`src/rtl/teamd_serial_pkg.sv`:
```
// teamd serial receiver: shared state encoding
// and parity mode codes.
package teamd_serial_pkg;

   localparam logic [2:0] S_WAIT_IDLE = 3'd0;
   localparam logic [2:0] S_IDLE      = 3'd1;
   localparam logic [2:0] S_START     = 3'd2;
   localparam logic [2:0] S_DATA      = 3'd3;
   localparam logic [2:0] S_PARITY    = 3'd4;
   localparam logic [2:0] S_STOP      = 3'd5;
   localparam logic [2:0] S_DONE      = 3'd6;

   localparam int PAR_NONE = 0;
   localparam int PAR_EVEN = 1;
   localparam int PAR_ODD  = 2;

endpackage

```
`src/rtl/teamd_bit_timer.sv`:
```
// teamd serial receiver: bit-period counter with
// mid-period and full-period ticks.
module teamd_bit_timer #(
   parameter int OVERSAMPLE = 1
) (
   input  logic clk,
   input  logic rst_n,
   input  logic restart,
   output logic mid_tick,
   output logic full_tick
);

   localparam int CW  = $clog2(OVERSAMPLE) + 1;
   localparam int MID = OVERSAMPLE / 2;
   localparam logic [CW-1:0] LAST = CW'(OVERSAMPLE - 1);
   localparam logic [CW-1:0] MID_M1 =
      (MID > 0) ? CW'(MID - 1) : '0;

   logic [CW-1:0] cnt;

   // MID = 0 has no in-period tick; the owner skips START
   assign mid_tick  = (MID > 0) && (cnt == MID_M1);
   assign full_tick = (cnt == LAST);

   always_ff @(posedge clk or negedge rst_n) begin
      if (!rst_n) begin
         cnt <= '0;
      end else if (restart || full_tick) begin
         cnt <= '0;
      end else begin
         cnt <= cnt + CW'(1);
      end
   end

endmodule

```
`src/rtl/teamd_serial_rx.sv`:
```
// teamd serial receiver: synchroniser, frame FSM,
// LSB-first shifter, parity and framing checks.
module teamd_serial_rx
   import teamd_serial_pkg::*;
#(
   parameter int DATA_BITS   = 7,
   parameter int PARITY_MODE = 1,
   parameter int STOP_BITS   = 1,
   parameter int OVERSAMPLE  = 1
) (
   input  logic                 CLK,
   input  logic                 nReset,
   input  logic                 Rx,
   output logic [DATA_BITS-1:0] rx_data,
   output logic                 rx_parity,
   output logic                 rx_load,
   output logic                 parity_err,
   output logic                 frame_err,
   output logic                 busy
);

   localparam int MID = OVERSAMPLE / 2;
   localparam int IW  = $clog2(DATA_BITS + 4);
   localparam logic [IW-1:0] LAST_DATA = IW'(DATA_BITS - 1);
   localparam logic [IW-1:0] LAST_STOP = IW'(STOP_BITS - 1);

   logic                 sync1;
   logic                 rx_s;
   logic [2:0]           state;
   logic [2:0]           state_nxt;
   logic [IW-1:0]        idx;
   logic [DATA_BITS-1:0] shreg;
   logic                 par_bit;
   logic                 fe;
   logic                 restart;
   logic                 mid_tick;
   logic                 full_tick;
   logic                 par_x;

   always_ff @(posedge CLK or negedge nReset) begin
      if (!nReset) begin
         sync1 <= 1'b0;
         rx_s  <= 1'b0;
      end else begin
         sync1 <= Rx;
         rx_s  <= sync1;
      end
   end

   assign restart = (state_nxt != state);

   teamd_bit_timer #(
      .OVERSAMPLE(OVERSAMPLE)
   ) u_timer (
      .clk      (CLK),
      .rst_n    (nReset),
      .restart  (restart),
      .mid_tick (mid_tick),
      .full_tick(full_tick)
   );

   always_comb begin
      state_nxt = state;
      unique case (state)
         S_WAIT_IDLE: if (rx_s) state_nxt = S_IDLE;
         // with MID = 0 the start is confirmed on detection
         S_IDLE: if (!rx_s)
            state_nxt = (MID == 0) ? S_DATA : S_START;
         S_START: if (mid_tick)
            state_nxt = rx_s ? S_IDLE : S_DATA;
         S_DATA: if (full_tick && idx == LAST_DATA)
            state_nxt = (PARITY_MODE != PAR_NONE) ?
                        S_PARITY : S_STOP;
         S_PARITY: if (full_tick) state_nxt = S_STOP;
         S_STOP: if (full_tick && idx == LAST_STOP)
            state_nxt = S_DONE;
         S_DONE: state_nxt = fe ? S_WAIT_IDLE : S_IDLE;
         default: state_nxt = S_WAIT_IDLE;
      endcase
   end

   assign par_x = (^shreg) ^ par_bit;
   assign busy  = (state != S_WAIT_IDLE) &&
                  (state != S_IDLE);

   always_ff @(posedge CLK or negedge nReset) begin
      if (!nReset) begin
         state      <= S_WAIT_IDLE;
         idx        <= '0;
         shreg      <= '0;
         par_bit    <= 1'b0;
         fe         <= 1'b0;
         rx_data    <= '0;
         rx_parity  <= 1'b0;
         rx_load    <= 1'b0;
         parity_err <= 1'b0;
         frame_err  <= 1'b0;
      end else begin
         state   <= state_nxt;
         rx_load <= 1'b0;
         if (restart) begin
            idx <= '0;
         end else if (full_tick &&
                      (state == S_DATA || state == S_STOP)) begin
            idx <= idx + IW'(1);
         end
         if (state == S_IDLE && !rx_s) begin
            fe      <= 1'b0;
            par_bit <= 1'b0;
         end
         if (state == S_DATA && full_tick) begin
            shreg <= {rx_s, shreg[DATA_BITS-1:1]};
         end
         if (state == S_PARITY && full_tick) begin
            par_bit <= rx_s;
         end
         if (state == S_STOP && full_tick && !rx_s) begin
            fe <= 1'b1;
         end
         if (state == S_DONE) begin
            rx_load   <= 1'b1;
            rx_data   <= shreg;
            frame_err <= fe;
            rx_parity <= (PARITY_MODE != PAR_NONE) ?
                         par_bit : 1'b0;
            if (PARITY_MODE == PAR_EVEN) begin
               parity_err <= par_x;
            end else if (PARITY_MODE == PAR_ODD) begin
               parity_err <= ~par_x;
            end else begin
               parity_err <= 1'b0;
            end
         end
      end
   end

endmodule

```
`config.mk`:
```
export PLATFORM = sky130hd
export DESIGN_NAME = teamd_serial_rx
export DESIGN_NICKNAME = d
export VERILOG_FILES = /design/src/rtl/teamd_serial_pkg.sv /design/src/rtl/teamd_bit_timer.sv /design/src/rtl/teamd_serial_rx.sv
export SDC_FILE = /design/constraint.sdc
export NUM_CORES = 1
export LEC_CHECK = 0
export ABC_AREA = 1
export CAP_MARGIN = 10
export CORE_ASPECT_RATIO = 1.1
export CORE_MARGIN = 5
export CORE_UTILIZATION = 50
export DETAILED_ROUTE_END_ITERATION = 12
export PLACE_DENSITY = 0.68
export SETUP_SLACK_MARGIN = 0.4
export SLEW_MARGIN = 20
export SYNTH_ARGS = -nofsm -noshare
export SYNTH_HDL_FRONTEND = slang
export SYNTH_SLANG_ARGS = --single-unit
export TNS_END_PERCENT = 20
```
`constraint.sdc`:
```
create_clock -name CLK -period 4.2 [get_ports CLK]
set_input_delay 0.63 -clock CLK [delete_from_list [all_inputs] [get_ports CLK]]
set_output_delay 0.63 -clock CLK [all_outputs]
set_load 0.05 [all_outputs]
```
==> GITHUB_STEP_SUMMARY <==
## PnR job results

| Metric | Value |
|---|---|
| CP endpoint kind | `output pin` |
| Worst Path Arrival | `1.83 ns` |
| Post-route ant nets | `0` |
| Largest area contributor in the netlist | `dfrtp_1` |
| Seq pwr share | `41.7%` |
| DRC viols | `0` |
| Critical Path Start | `state[1]` |
| FP Core Util | `51.6%` |
| Stages on worst setup path | `3` |
| P_comb | `331 uW` |
| Most frequent cells after synthesis | `nand2_1, dfrtp_1, inv_1` |
| Critical path class | `register to output pin` |
| Post-cts repair resize count | `0` |
| Crit-path slowest cell | `clkdlybuf4s50_1` |
| Total track usage | `roughly 16%` |
| Via count | `~1,100` |
| Number of iterations in the first detailed-routing pass | `4` |
| Full die area | `4010 um^2` |
| Die Span X | `60.8 um` |
| Syn Nets | `~170` |
| Switching share of power | `between 30% and 40%` |
| Hold Path Class | `register to register` |
| Slew Limit Fails | `0` |
| XOR/XNOR Area Share | `under 10%` |
| Maxcap violations | `0` |
| Die Ht | `65.9 um` |
| Simple-gate share of the synthesized area | `22.9%` |
| Commonest flop | `dfrtp_1` |
| Dominant logic cell type in the layout | `nand2_1` |
| Largest cell class | `flip-flops and latches` |
| Cells after DPL | `212` |
| Top power group | `sequential cells` |
| Seq. cell area | `about 750 um^2` |
| Sequential cells | `30` |
| Fill cells | `266` |
| Signal buf overhead | `8.87%` |
| Site row count | `20` |
| IO buf count | `14` |
| Main area contributors | `dfrtp_1, nand2_1, o21ai_0, inv_1, xor2_1` |
| Gate Area | `566 um^2` |
| Psw | `378 uW` |
| Yosys reg bits | `30` |
| Initial antenna violation count | `0` |
| Pint | `580 uW` |
| Number of synthesized flops with an enable pin | `0` |
| Worst Tran Pin Value | `0.673 ns` |
| Tap Cells | `33` |
| WL per Instance | `11.6 um` |
| Inverters, non-clock | `22` |
| Hold wc startpoint | `sync1` |
| Ys async rst share | `100%` |
| Number of diodes | `0` |
| Critical path fanouts, max | `8` |
| FF-to-FF setup slack | `2.30 ns` |
| H-Tree Depth | `2` |
| Unique cell types | `23` |
| Proportion of power drawn by combinational gates | `34.5%` |
| Post-route clock period utilization | `between 50 and 60%` |
| Seq power | `400 uW` |
| Fin cells | `approximately 220` |
| Critical Path Start Type | `register` |
| Yosys cell count | `168` |
| GRT overflow | `0` |
| Setup TNS | `0 ns` |
| Combinational share of cell area | `34.0%` |
| Global-route wire length before repair | `4.67 mm` |
| IO Pins | `15` |
| Min-Delay Path Depth | `0` |
| Seq area share | `45.1%` |
| RR Endpoint | `idx[0]` |
| Nets | `approximately 190` |
| AO/OA Area Share | `8.46%` |
| Top logic cells by instance count in the layout | `nand2_1, dfrtp_1, inv_1, o21ai_0` |
| CTS Buf Count | `5` |
| Setup bufs post-CTS | `0` |
| Multi-input gates | `112` |
| Relative slew slack | `55.0%` |
| Share of layout cells above drive strength 1 | `under 10%` |
| Endpoints failing setup | `0` |
| Max VDD drop | `0.440 mV` |
| Tool warning count | `28` |
| Hold Path End | `rx_s` |
| Worst R2R Path Depth | `8` |
| Worst path max stage delay | `0.79 ns` |
| Clock transition at path regs | `0.09 ns` |
| Crit path capture | `busy` |
| Area leader share | `between 50 and 60%` |
| CP Buf/Inv Count | `2` |
| Tmin final | `roughly 2.5 ns` |
| DR vias/cell | `5.07` |
| Largest delay share family, worst path | `buffers and inverters` |
| Vias in the first global route | `roughly 1,200` |
| Worst r2r src | `state[0]` |
| Leak Pwr | `roughly 0.83 nW` |
| HPWL Detailed | `about 1.9 mm` |
| Cells after synthesis | `168` |
| Cell Pwr Density | `576 nW/um^2` |
| GPL Wtd Cong | `about 0.79` |
| Dominant kind of combinational cell | `simple AND/OR/NAND/NOR gates` |
| Post-synth mux share | `0%` |
| Status | `finished, final reports clean` |
| Most common cell in the netlist | `nand2_1` |
| ClkCell Share | `4.66%` |
| RSZ-0062 raised after global routing | `no` |
| Average cell area after synthesis | `8.45 um^2` |
| Post-Synth Adder-Cell Area | `2.64%` |
| CTS tree | `done` |
| 1st-iter DRT viols | `approximately 59` |
| Worst endpoint required time | `roughly 3.6 ns` |
| Cell Chain, Critical Path | `inv_1 > nand2_1 > clkdlybuf4s50_1` |
| WL final | `2.56 mm` |
| Final hold viol count | `0` |
## stage by stage
stage	util, %	power (mW)	setup slack [ns]	cell area, um^2	hold WS (ns)
floorplan	-	0.659	2.68	1420	0.331
global placement	57.7	0.715	2.14	1590	0.341
detailed placement	57.7	0.737	2.12	1590	0.350
CTS	60.5	0.968	1.73	1670	0.373
global route	60.5	1.04	1.61	1670	0.390
finish	60.5	0.959	1.74	1670	0.369
## metal layers
layer | global-route usage [%] | wire (um)
met1 | 15.1 | 1030
met2 | 28.7 | 1320
met3 | 5.47 | 143
met4 | 8.67 | 68
met5 | 0 | 0
## registers in the layout, summed over array words and instances (netlist names), 3 cells and up
register	count
idx	4
rx_data	7
shreg	7
state	3
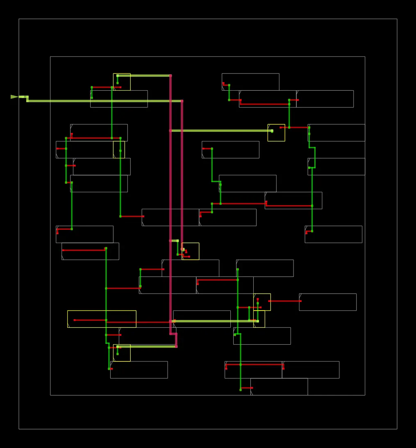
Figure 1: clock wiring as the flow saved it.
clk_skew: 0.0111 ns
total clock sinks: 30
clock buf count: 5
Clk. pwr: 228 uW
worst-skew pair later-pin latency: 0.35 ns

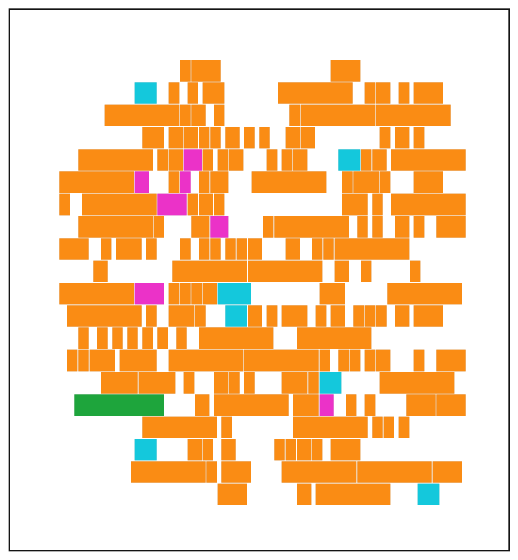
Figure 2: sizing map.
[magenta] drive 2 | cells: 7
[green] drive 6 and up | cells: 1 | most used: bufinv_16
[cyan] drive 3 to 4 | cells: 7 | most used: clkbuf_4
[orange] drive 1 or less | cells: 172 | most used: nand2_1
PnR worst setup slack: 1.74 ns
Non-Clock Buffer Count: 15
design area: 1670 um^2
Area growth syn-to-layout: 17.3%

Power figures rest on the tool's default switching activity, not on a simulated workload.
